===== src/rtl/gmc_pkg.sv =====
// Shared types and constants for the game mode controller slice.
//   state_t     : handover state (RUN, DRAIN, CLEAR)
//   MODE_TENNIS : mode value selecting the tennis engine
//   MODE_SQUASH : mode value selecting the squash engine
package gmc_pkg;

  typedef enum logic [1:0] {
    RUN   = 2'b00,
    DRAIN = 2'b01,
    CLEAR = 2'b10
  } state_t;

  localparam logic MODE_TENNIS = 1'b1;
  localparam logic MODE_SQUASH = 1'b0;

endpackage


===== src/rtl/game_mode_controller_if.sv =====
// Game-side bundle between the mode controller, the two game engines and
// the output mux.
//   t_busy / s_busy   : rally-in-progress flags from the tennis / squash engines
//   t_rst_n / s_rst_n : active-low resets to the tennis / squash engines
//   mode              : 1 = tennis, 0 = squash (output mux select)
//   disp_en           : 0 blanks the LED bar and 7-segment display
//   switching         : high while a handover is in progress
// master = controller side, slave = engines / mux side.
interface game_mode_controller_if;

  logic t_busy;
  logic s_busy;
  logic t_rst_n;
  logic s_rst_n;
  logic mode;
  logic disp_en;
  logic switching;

  modport master (
    input  t_busy, s_busy,
    output t_rst_n, s_rst_n, mode, disp_en, switching
  );

  modport slave (
    output t_busy, s_busy,
    input  t_rst_n, s_rst_n, mode, disp_en, switching
  );

endinterface


===== src/rtl/gmc_debounce.sv =====
// Button conditioner: 2-FF synchronizer, tick-sampled debouncer and a
// single-cycle press pulse.
//   clock, reset : system clock, async active-low reset
//   tick         : sampling strobe
//   btn          : raw asynchronous button
//   press        : one-cycle pulse when the button has been high for
//                  DEBOUNCE_TICKS consecutive tick samples
module gmc_debounce #(
  parameter int DEBOUNCE_TICKS = 8,
  parameter int TW             = 8
) (
  input  logic clock,
  input  logic reset,
  input  logic tick,
  input  logic btn,
  output logic press
);

  logic          sync1_r;
  logic          sync2_r;
  logic [TW-1:0] cnt_r;
  logic          armed_r;
  logic          press_r;

  // Two-stage synchronizer for the raw button.
  always_ff @(posedge clock or negedge reset) begin
    if (!reset) begin
      sync1_r <= 1'b0;
      sync2_r <= 1'b0;
    end else begin
      sync1_r <= btn;
      sync2_r <= sync1_r;
    end
  end

  // Count consecutive high tick samples; fire once, then wait for a low sample.
  always_ff @(posedge clock or negedge reset) begin
    if (!reset) begin
      cnt_r   <= {TW{1'b0}};
      armed_r <= 1'b1;
      press_r <= 1'b0;
    end else begin
      press_r <= 1'b0;
      if (tick) begin
        if (!sync2_r) begin
          cnt_r   <= {TW{1'b0}};
          armed_r <= 1'b1;
        end else if (armed_r) begin
          if (cnt_r == TW'(DEBOUNCE_TICKS - 1)) begin
            press_r <= 1'b1;
            armed_r <= 1'b0;
            cnt_r   <= {TW{1'b0}};
          end else begin
            cnt_r <= cnt_r + TW'(1);
          end
        end
      end
    end
  end

  assign press = press_r;

endmodule


===== src/rtl/game_mode_controller.sv =====
// Manages the handover of the shared display between the tennis and squash
// engines: debounced select buttons, optional wait for the running rally to
// finish (DRAIN), then a blanked interval holding the incoming engine in
// reset (CLEAR).
//   clock, reset           : system clock, async active-low reset
//   tick                   : 1 kHz timebase strobe gating all tick counters
//   tennis_btn, squash_btn : raw select buttons
//   bus (master)           : busy inputs, engine resets, mode, disp_en, switching
// Optional feature macro GMC_DRAIN_TIMEOUT_EN: abort DRAIN after
// DRAIN_TIMEOUT ticks even if the running engine is still busy.
module game_mode_controller
  import gmc_pkg::*;
#(
  parameter int DEBOUNCE_TICKS = 8,
  parameter int CLEAR_TICKS    = 4,
  parameter int DRAIN_TIMEOUT  = 255,
  parameter int TW             = 8
) (
  input  logic                          clock,
  input  logic                          reset,
  input  logic                          tick,
  input  logic                          tennis_btn,
  input  logic                          squash_btn,
  game_mode_controller_if.master        bus
);

  // Counters must be able to hold every configured tick count.
  if ((DEBOUNCE_TICKS > (2 ** TW) - 1) || (CLEAR_TICKS > (2 ** TW) - 1) ||
      (DRAIN_TIMEOUT > (2 ** TW) - 1)) begin : g_tw_too_narrow
    $error("game_mode_controller: TW too narrow for configured tick counts");
  end

  state_t        state_r;
  logic          mode_r;
  logic          pend_mode_r;
  logic          t_rst_n_r;
  logic          s_rst_n_r;
  logic          disp_en_r;
  logic          switching_r;
  logic [TW-1:0] clear_cnt_r;

  logic t_press_s;
  logic s_press_s;
  logic req_valid_s;
  logic req_mode_s;
  logic cur_busy_s;
  logic drain_expire_s;

  gmc_debounce #(.DEBOUNCE_TICKS(DEBOUNCE_TICKS), .TW(TW)) u_tennis_db (
    .clock (clock),
    .reset (reset),
    .tick  (tick),
    .btn   (tennis_btn),
    .press (t_press_s)
  );

  gmc_debounce #(.DEBOUNCE_TICKS(DEBOUNCE_TICKS), .TW(TW)) u_squash_db (
    .clock (clock),
    .reset (reset),
    .tick  (tick),
    .btn   (squash_btn),
    .press (s_press_s)
  );

  // Tennis wins a same-cycle tie; only the selected game's busy matters.
  assign req_valid_s = t_press_s | s_press_s;
  assign req_mode_s  = t_press_s ? MODE_TENNIS : MODE_SQUASH;
  assign cur_busy_s  = (mode_r == MODE_TENNIS) ? bus.t_busy : bus.s_busy;

`ifdef GMC_DRAIN_TIMEOUT_EN
  logic [TW-1:0] drain_cnt_r;

  // Ticks spent in DRAIN; zero whenever the FSM is elsewhere.
  always_ff @(posedge clock or negedge reset) begin
    if (!reset) begin
      drain_cnt_r <= {TW{1'b0}};
    end else if (state_r != DRAIN) begin
      drain_cnt_r <= {TW{1'b0}};
    end else if (tick) begin
      drain_cnt_r <= drain_cnt_r + TW'(1);
    end else begin
      drain_cnt_r <= drain_cnt_r;
    end
  end

  assign drain_expire_s = tick && (drain_cnt_r == TW'(DRAIN_TIMEOUT - 1));
`else
  assign drain_expire_s = 1'b0;
`endif

  // Handover FSM with registered engine resets and display controls.
  always_ff @(posedge clock or negedge reset) begin
    if (!reset) begin
      state_r     <= RUN;
      mode_r      <= MODE_TENNIS;
      pend_mode_r <= MODE_TENNIS;
      t_rst_n_r   <= 1'b1;
      s_rst_n_r   <= 1'b0;
      disp_en_r   <= 1'b1;
      switching_r <= 1'b0;
      clear_cnt_r <= {TW{1'b0}};
    end else begin
      case (state_r)
        RUN: begin
          t_rst_n_r   <= (mode_r == MODE_TENNIS);
          s_rst_n_r   <= (mode_r == MODE_SQUASH);
          disp_en_r   <= 1'b1;
          switching_r <= 1'b0;
          if (req_valid_s && (req_mode_s != mode_r)) begin
            pend_mode_r <= req_mode_s;
            switching_r <= 1'b1;
            if (!cur_busy_s) begin
              state_r     <= CLEAR;
              mode_r      <= req_mode_s;
              clear_cnt_r <= {TW{1'b0}};
              t_rst_n_r   <= 1'b0;
              s_rst_n_r   <= 1'b0;
              disp_en_r   <= 1'b0;
            end else begin
              state_r <= DRAIN;
            end
          end
        end
        DRAIN: begin
          // Running game keeps going and stays visible while draining.
          if (req_valid_s && (req_mode_s == mode_r)) begin
            state_r     <= RUN;
            switching_r <= 1'b0;
          end else if (!cur_busy_s || drain_expire_s) begin
            state_r     <= CLEAR;
            mode_r      <= pend_mode_r;
            clear_cnt_r <= {TW{1'b0}};
            t_rst_n_r   <= 1'b0;
            s_rst_n_r   <= 1'b0;
            disp_en_r   <= 1'b0;
          end else begin
            state_r <= DRAIN;
          end
        end
        CLEAR: begin
          // mode already holds the incoming game; both engines held in reset.
          t_rst_n_r   <= 1'b0;
          s_rst_n_r   <= 1'b0;
          disp_en_r   <= 1'b0;
          switching_r <= 1'b1;
          if (tick) begin
            if (clear_cnt_r == TW'(CLEAR_TICKS - 1)) begin
              state_r     <= RUN;
              t_rst_n_r   <= (mode_r == MODE_TENNIS);
              s_rst_n_r   <= (mode_r == MODE_SQUASH);
              disp_en_r   <= 1'b1;
              switching_r <= 1'b0;
            end else begin
              clear_cnt_r <= clear_cnt_r + TW'(1);
            end
          end
        end
        default: begin
          state_r     <= RUN;
          mode_r      <= MODE_TENNIS;
          t_rst_n_r   <= 1'b1;
          s_rst_n_r   <= 1'b0;
          disp_en_r   <= 1'b1;
          switching_r <= 1'b0;
        end
      endcase
    end
  end

  assign bus.mode      = mode_r;
  assign bus.t_rst_n   = t_rst_n_r;
  assign bus.s_rst_n   = s_rst_n_r;
  assign bus.disp_en   = disp_en_r;
  assign bus.switching = switching_r;

endmodule


===== src/flat_wrapper.sv =====
// flat-port wrapper written by rule: the top's interface ports become plain ports
module game_mode_controller_flat import gmc_pkg::*;
#(
  parameter int DEBOUNCE_TICKS = 8,
  parameter int CLEAR_TICKS    = 4,
  parameter int DRAIN_TIMEOUT  = 255,
  parameter int TW             = 8
)
  (clock, reset, tick, tennis_btn, squash_btn, bus_t_busy, bus_s_busy, bus_t_rst_n, bus_s_rst_n, bus_mode, bus_disp_en, bus_switching);
  game_mode_controller_if bus_i ();
  input  logic clock;
  input  logic reset;
  input  logic tick;
  input  logic tennis_btn;
  input  logic squash_btn;
  input wire logic [$bits(bus_i.t_busy)-1:0] bus_t_busy;
  input wire logic [$bits(bus_i.s_busy)-1:0] bus_s_busy;
  output wire logic [$bits(bus_i.t_rst_n)-1:0] bus_t_rst_n;
  output wire logic [$bits(bus_i.s_rst_n)-1:0] bus_s_rst_n;
  output wire logic [$bits(bus_i.mode)-1:0] bus_mode;
  output wire logic [$bits(bus_i.disp_en)-1:0] bus_disp_en;
  output wire logic [$bits(bus_i.switching)-1:0] bus_switching;
  assign bus_i.t_busy = bus_t_busy;
  assign bus_i.s_busy = bus_s_busy;
  assign bus_t_rst_n = bus_i.t_rst_n;
  assign bus_s_rst_n = bus_i.s_rst_n;
  assign bus_mode = bus_i.mode;
  assign bus_disp_en = bus_i.disp_en;
  assign bus_switching = bus_i.switching;
  game_mode_controller #(.DEBOUNCE_TICKS(DEBOUNCE_TICKS), .CLEAR_TICKS(CLEAR_TICKS), .DRAIN_TIMEOUT(DRAIN_TIMEOUT), .TW(TW)) u_core (.clock(clock), .reset(reset), .tick(tick), .tennis_btn(tennis_btn), .squash_btn(squash_btn), .bus(bus_i));
endmodule

===== config.mk =====
export PLATFORM = sky130hd
export DESIGN_NAME = game_mode_controller_flat
export DESIGN_NICKNAME = d
export VERILOG_FILES = /design/src/rtl/gmc_pkg.sv /design/src/rtl/game_mode_controller_if.sv /design/src/rtl/gmc_debounce.sv /design/src/rtl/game_mode_controller.sv /design/src/flat_wrapper.sv
export SDC_FILE = /design/constraint.sdc
export NUM_CORES = 1
export LEC_CHECK = 0
export CAP_MARGIN = 0
export CORE_UTILIZATION = 58
export CTS_BUF_LIST = sky130_fd_sc_hd__clkbuf_4 sky130_fd_sc_hd__clkbuf_8
export CTS_CLUSTER_DIAMETER = 60
export DETAILED_ROUTE_END_ITERATION = 10
export GPL_ROUTABILITY_DRIVEN = 1
export PLACE_DENSITY = 0.75
export SYNTH_ARGS = -nofsm -noshare
export SYNTH_HDL_FRONTEND = slang
export SYNTH_SLANG_ARGS = --single-unit

===== constraint.sdc =====
create_clock -name clock -period 1.7 [get_ports clock]
set_input_delay 0.34 -clock clock [delete_from_list [all_inputs] [get_ports clock]]
set_output_delay 0.34 -clock clock [all_outputs]
set_load 0.005 [all_outputs]

==> run_1/flops_by_reg.png <==
Bar = 20 um. Other sequential cells in the stronger grey, the rest of the logic in the fainter grey.
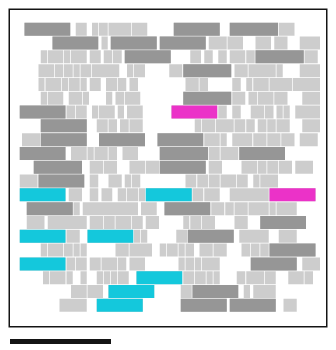
- `u_core.state_r`: magenta (sequential cells 2)
- `u_core.u_tennis_db.cnt_r`: cyan (sequential cells 8)
power dissipated in sequential cells: 0.00125 W
utilization after layout: 75.57%
area used by sequential logic in the layout: 1008 um2

==> run_1/sizes.png <==
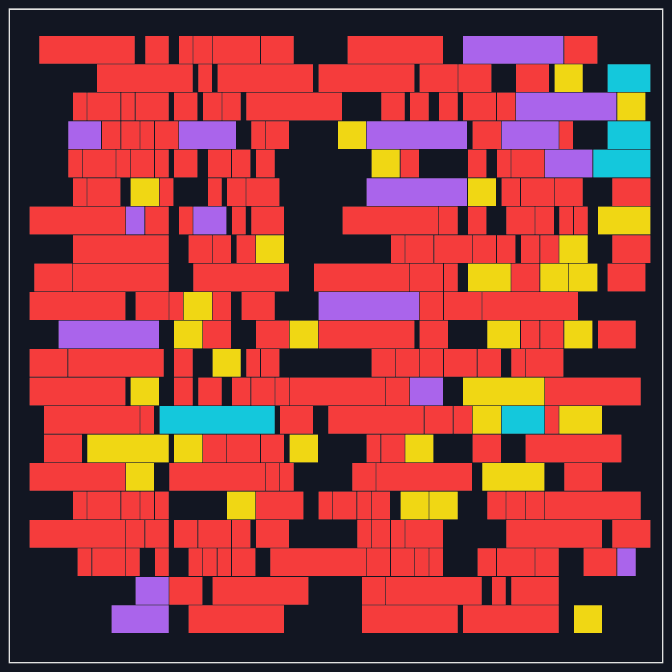
- _0 and _1 cells: red (cells 202; share 79%; most used dfrtp_1)
- _3 and _4 cells: yellow (cells 32; share 13%; most used buf_4)
- _6 and larger: cyan (cells 5; share 2.0%; most used buf_6)
- _2 cells: purple (cells 16; share 6.3%; most used dfstp_2)
worst setup slack after layout: 0.05070 ns
number of buffers outside the clock class in the layout: 35

==> run_1/logic_types.png <==
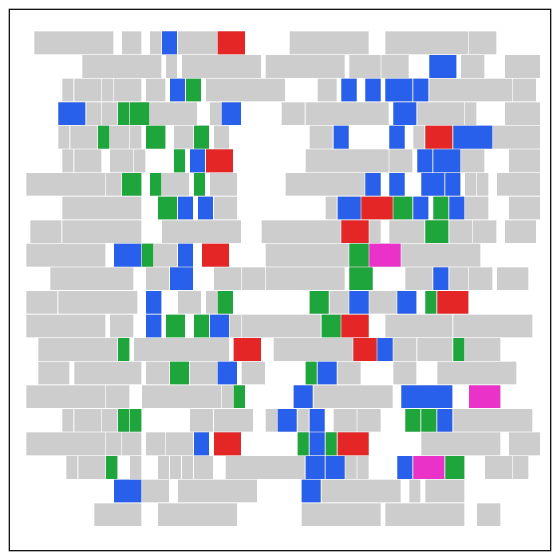
- AND-OR and OR-AND gates: red (cells 12; most used a22o_1)
- inverting AOI/OAI gates: blue (cells 49; most used o21ai_0)
- multiplexers: magenta (cells 3; most used mux2i_1)
- NAND gates: green (cells 36; most used nand2_1)

==> summary.log, run 1 <==
[placed_design] count of buffers from port buffering 11
[sta] max-slew violation count 0
[sta] count of final hold-check violations 0
[status] run status completed
[critical_path] register-to-register path setup slack 0.05 ns
[placed_design] worst slack at placement -0.2796 ns
[worst_hold_path] worst hold start u_core.u_squash_db.sync1_r
[power] combinational power 0.000781 W
[final_layout] most common cell after layout, fill and taps aside sky130_fd_sc_hd__dfrtp_1
[final_layout] count of inserted antenna diode cells 0
[sta] hold slack 0.3641 ns
[power] Reg power frac 46.8%
[synthesis] number of cells in the yosys synthesis report 220
[final_layout] dominant logic cell types in the final layout sky130_fd_sc_hd__dfrtp_1, sky130_fd_sc_hd__nor2_1, sky130_fd_sc_hd__buf_4
[clock_network] post-CTS clock slew at the launch and capture registers of the worst setup and hold paths 0.13 ns
[clock_network] number of setup buffers added after CTS 4
[detailed_routing] post-route ant nets 0
[critical_path] nature of the critical path endpoint flip-flop
[power] Pwr per Cell Area 1036 nW/um2
[floorplanning] num rows 21
[critical_path] slowest cell delay on critical path 0.55 ns
[critical_path] category of the critical setup timing path reg -> reg
[synthesis] XOR/XNOR Fraction of Synth Area 3.325%
[run 1: final cells by class]
class	count	area, um2
clock inverters	2	35.03
flip-flops and latches	40	1008
multi-input cells	162	1094
repair buffers	35	304.0
well taps	46	57.56
fillers	235	834.6
clock buffers	6	45.04
inverters	10	37.54
[run 1: per-layer routing]
metal,vias to the layer above,track usage (%),share of wire [%]
met5,-,0,0
met1,936,32.00,44
li1,883,-,-
met4,0,9.012,1.5
met3,9,6.066,3.9
met2,38,44.23,51
[run 1: through the flow]
stage / setup TNS (ns) / instances / total power [W]
after floorplan: 0 / 220 / 0.001669
after global placement: -1.893 / 287 / 0.001933
after detailed placement: -2.831 / 287 / 0.001974
after CTS: 0 / 300 / 0.002631
after global routing: -0.01440 / 301 / 0.002827
final: 0 / 301 / 0.002674
--- run 2 (diff from run 1) ---
--- a/config.mk
+++ b/config.mk
@@ -5,6 +5,7 @@
 export SDC_FILE = /design/constraint.sdc
 export NUM_CORES = 1
 export LEC_CHECK = 0
+export ABC_CLOCK_PERIOD_IN_PS = 1700
 export CAP_MARGIN = 0
 export CORE_UTILIZATION = 58
 export CTS_BUF_LIST = sky130_fd_sc_hd__clkbuf_4 sky130_fd_sc_hd__clkbuf_8
@@ -12,6 +13,7 @@
 export DETAILED_ROUTE_END_ITERATION = 10
 export GPL_ROUTABILITY_DRIVEN = 1
 export PLACE_DENSITY = 0.75
+export SETUP_SLACK_MARGIN = 0.5
 export SYNTH_ARGS = -nofsm -noshare
 export SYNTH_HDL_FRONTEND = slang
 export SYNTH_SLANG_ARGS = --single-unit
==> run_2/wires.png <==
Only two layers are drawn.
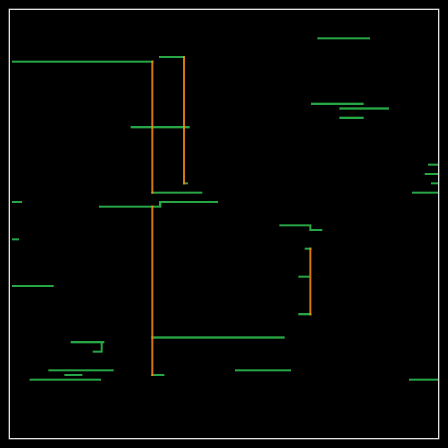
- metal 4: orange (wire length 71.4 um)
- metal 3: green (wire length 168 um)

==> summary.log, run 2 <==
[detailed_routing] top layer used by detailed routing met4
[critical_path] register-to-register path setup slack 0.002 ns
[final_layout] fraction of final layout cells sized beyond drive strength 1 37.55%
[detailed_routing] number of DRC markers in iteration 0 133
[power] worst supply voltage drop on vdd 0.0007057 V
[sta] hold slack 0.3599 ns
[critical_path] category of the critical setup timing path reg -> reg
[grt] met2 capacity usage during global routing 47.66%
[synthesis] number of cells in the yosys synthesis report 220
[worst_hold_path] number of cells on the worst hold path 0
[clock_network] number of setup buffers added after CTS 16
[sta] count of final hold-check violations 0
[power] overall power consumption 0.002747 W
[synthesis] Top-area cell share 40.38%
[detailed_routing] post-route ant nets 0
[placed_design] placed insts 283
[final_layout] most common cell after layout, fill and taps aside sky130_fd_sc_hd__dfrtp_1
[critical_path] nature of the critical path endpoint flip-flop
[power] power dissipated in sequential cells 0.00125 W
[worst_hold_path] Hold Path Class reg -> reg
[final_layout] final non-filler cell total 315
[status] run status completed
[detailed_routing] WL met3 167 um
[synthesis] Synth Area per Inst 9.577 um2
[power] Pwr per Cell Area 952.9 nW/um2
[power] combinational power 0.00100 W
[final_layout] count of inserted antenna diode cells 0
[synthesis] post-synth design cell area 2107 um2
[sta] Max-Slew Margin vs Limit 74.52%
[final_layout] utilization after layout 84.40%
[floorplanning] num rows 21
[detailed_routing] total met2 wirelength after detailed routing 2654 um
[sta] max-slew violation count 0
[grt] Global Route met1 Usage 33.78%
[worst_hold_path] worst hold start u_core.u_tennis_db.sync1_r
[sta] cycle use final 99.90%
[grt] Global Route met3 Usage 5.147%
[final_layout] dominant logic cell types in the final layout sky130_fd_sc_hd__dfrtp_1, sky130_fd_sc_hd__buf_4, sky130_fd_sc_hd__nor2_1
[detailed_routing] metal1 wirelength 2211 um
[floorplanning] Chip Area 3878 um2
[sta] worst setup slack after layout 0.001626 ns
[final_layout] filler cell count in the final layout 188
[grt] GR peak layer met2
[sta] sum of negative setup slack 0 ns
[critical_path] slowest cell delay on critical path 0.40 ns
[placed_design] worst slack at placement -0.2628 ns
[clock_network] post-CTS clock slew at the launch and capture registers of the worst setup and hold paths 0.13 ns
[detailed_routing] DRC 0
[power] Reg power frac 45.6%
[placed_design] count of buffers from port buffering 11
==> run 2: cell counts after synthesis <==
Identical to the previous run, type by type.
==> run 2: cell families (layout without fill, tap and decap cells) <==
group                      after synthesis  after routing  synth area share (%)
adders and majority gates                3              3                 1.782
AOI/OAI and AO/OA                       61             61                 19.12
DFF                                     40             40                 47.86
muxes                                    3              3                 1.425
and+or+nand+nor                         87             87                 22.98
xor gates and xnor gates                 8              8                 3.326
buffers and inverters                   18             67                 3.503
==> run 2: final cells by class <==
class                   instances  area, um2  area share [%]
inverters                      10      37.54           1.302
clock inverters                 3      18.77          0.6510
well taps                      46      57.56           1.997
repair buffers                 49      415.4           14.41
flip-flops and latches         40       1010           35.03
multi-input cells             162       1306           45.31
clock buffers                   5      37.54           1.302
--- run 3 (diff from run 2) ---
--- a/config.mk
+++ b/config.mk
@@ -5,14 +5,14 @@
 export SDC_FILE = /design/constraint.sdc
 export NUM_CORES = 1
 export LEC_CHECK = 0
-export ABC_CLOCK_PERIOD_IN_PS = 1700
+export ABC_CLOCK_PERIOD_IN_PS = 1450
 export CAP_MARGIN = 0
-export CORE_UTILIZATION = 58
+export CORE_UTILIZATION = 55
 export CTS_BUF_LIST = sky130_fd_sc_hd__clkbuf_4 sky130_fd_sc_hd__clkbuf_8
 export CTS_CLUSTER_DIAMETER = 60
 export DETAILED_ROUTE_END_ITERATION = 10
 export GPL_ROUTABILITY_DRIVEN = 1
-export PLACE_DENSITY = 0.75
+export PLACE_DENSITY = 0.74
 export SETUP_SLACK_MARGIN = 0.5
 export SYNTH_ARGS = -nofsm -noshare
 export SYNTH_HDL_FRONTEND = slang
==> constraint.sdc (replaced) <==
create_clock -name clock -period 1.45 [get_ports clock]
set_input_delay 0.29 -clock clock [delete_from_list [all_inputs] [get_ports clock]]
set_output_delay 0.29 -clock clock [all_outputs]
set_load 0.005 [all_outputs]
==> run_3/congestion.png <==
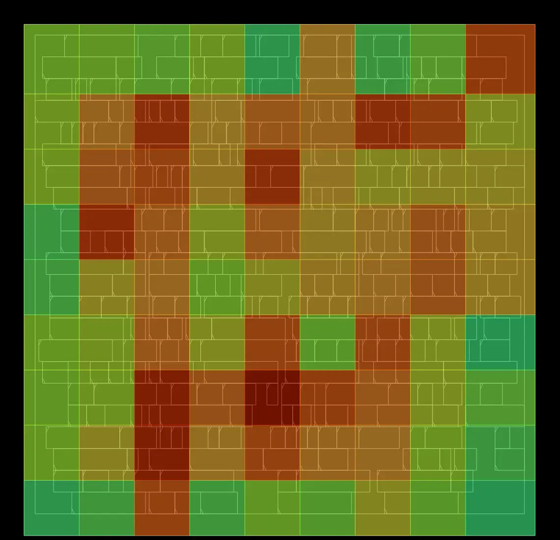
GR peak layer: met2
Overall Global Routing Usage: 28.83%
utilization after layout: 81.75%
Global Route met3 Usage: 5.357%

==> summary.log, run 3 <==
[sta] final setup violation count 14
[sta] Max-Slew Margin vs Limit 67.91%
[final_layout] dominant logic cell types in the final layout sky130_fd_sc_hd__dfrtp_1, sky130_fd_sc_hd__buf_4, sky130_fd_sc_hd__nor2_1
[status] violations in the final reports setup timing
[worst_hold_path] worst hold start u_core.u_squash_db.sync1_r
[final_layout] most common cell after layout, fill and taps aside sky130_fd_sc_hd__dfrtp_1
[synthesis] mux cell area share after synthesis 1.425%
[power] worst supply voltage drop on vdd 0.0008289 V
[power] overall power consumption 0.003451 W
[grt] met2 capacity usage during global routing 49.60%
[detailed_routing] top layer used by detailed routing met4
[clock_network] number of setup buffers added after CTS 13
[synthesis] Top-area cell share 40.38%
[synthesis] adder and majority cell fraction of the synthesized area 1.781%
[floorplanning] num rows 22
[critical_path] data arrival time of the critical path 1.80 ns
[critical_path] slowest cell delay on critical path 0.58 ns
[sta] worst setup slack after layout -0.1466 ns
[worst_hold_path] number of cells on the worst hold path 0
[power] combinational power 0.00128 W
[clock_network] TritonCTS clock tree yes
[clock_network] post-CTS clock slew at the launch and capture registers of the worst setup and hold paths 0.09 ns
[sta] count of final hold-check violations 0
[synthesis] post-synth design cell area 2107 um2
[final_layout] count of inserted antenna diode cells 0
[sta] cycle use final 110.1%
[synthesis] simple-gate portion of the synthesized area 22.98%
[detailed_routing] post-route ant nets 0
[floorplanning] Chip Area 4083 um2
[sta] hold slack 0.3706 ns
[power] Pwr per Cell Area 1153 nW/um2
[power] Reg power frac 41.5%
[detailed_routing] number of DRC markers in iteration 0 111
[grt] Global Route met1 Usage 35.21%
[synthesis] Synth Area per Inst 9.577 um2
[detailed_routing] DRC 0
[critical_path] category of the critical setup timing path reg -> reg
[synthesis] post-synthesis compound-gate area fraction 19.12%
[placed_design] count of buffers from port buffering 11
[detailed_routing] metal1 wirelength 2357 um
[sta] max-slew violation count 0
[status] run status complete, but fails checks
[power] power dissipated in sequential cells 0.00143 W
[synthesis] main kind of combinational logic by area simple AND/OR/NAND/NOR gates
[critical_path] nature of the critical path endpoint flip-flop
[synthesis] XOR/XNOR Fraction of Synth Area 3.325%
[placed_design] placed insts 298
[placed_design] worst slack at placement -0.5098 ns
[detailed_routing] WL met3 202 um
-- run 3: netlist changes by cell type in the layout (fill, tap and decap cells not counted), sizes merged --
| cell | before | now |
|---|---|---|
| buf | 42 | 52 |
| clkbuf | 5 | 6 |
| clkdlybuf4s50 | 4 | 3 |
| clkinv | 4 | 3 |
| inv | 9 | 10 |
-- run 3: layout make-up --
class / count / area, um2
Clock inverter: 3 / 18.77
Inverter: 10 / 40.04
Clock buffer: 5 / 68.82
Multi-Input combinational cell: 162 / 1285
Fill cell: 227 / 668.1
Tap cell: 48 / 60.06
Sequential cell: 40 / 1008
Timing Repair Buffer: 59 / 511.7
No activity file was given, so power comes from the tool's default toggle rates.
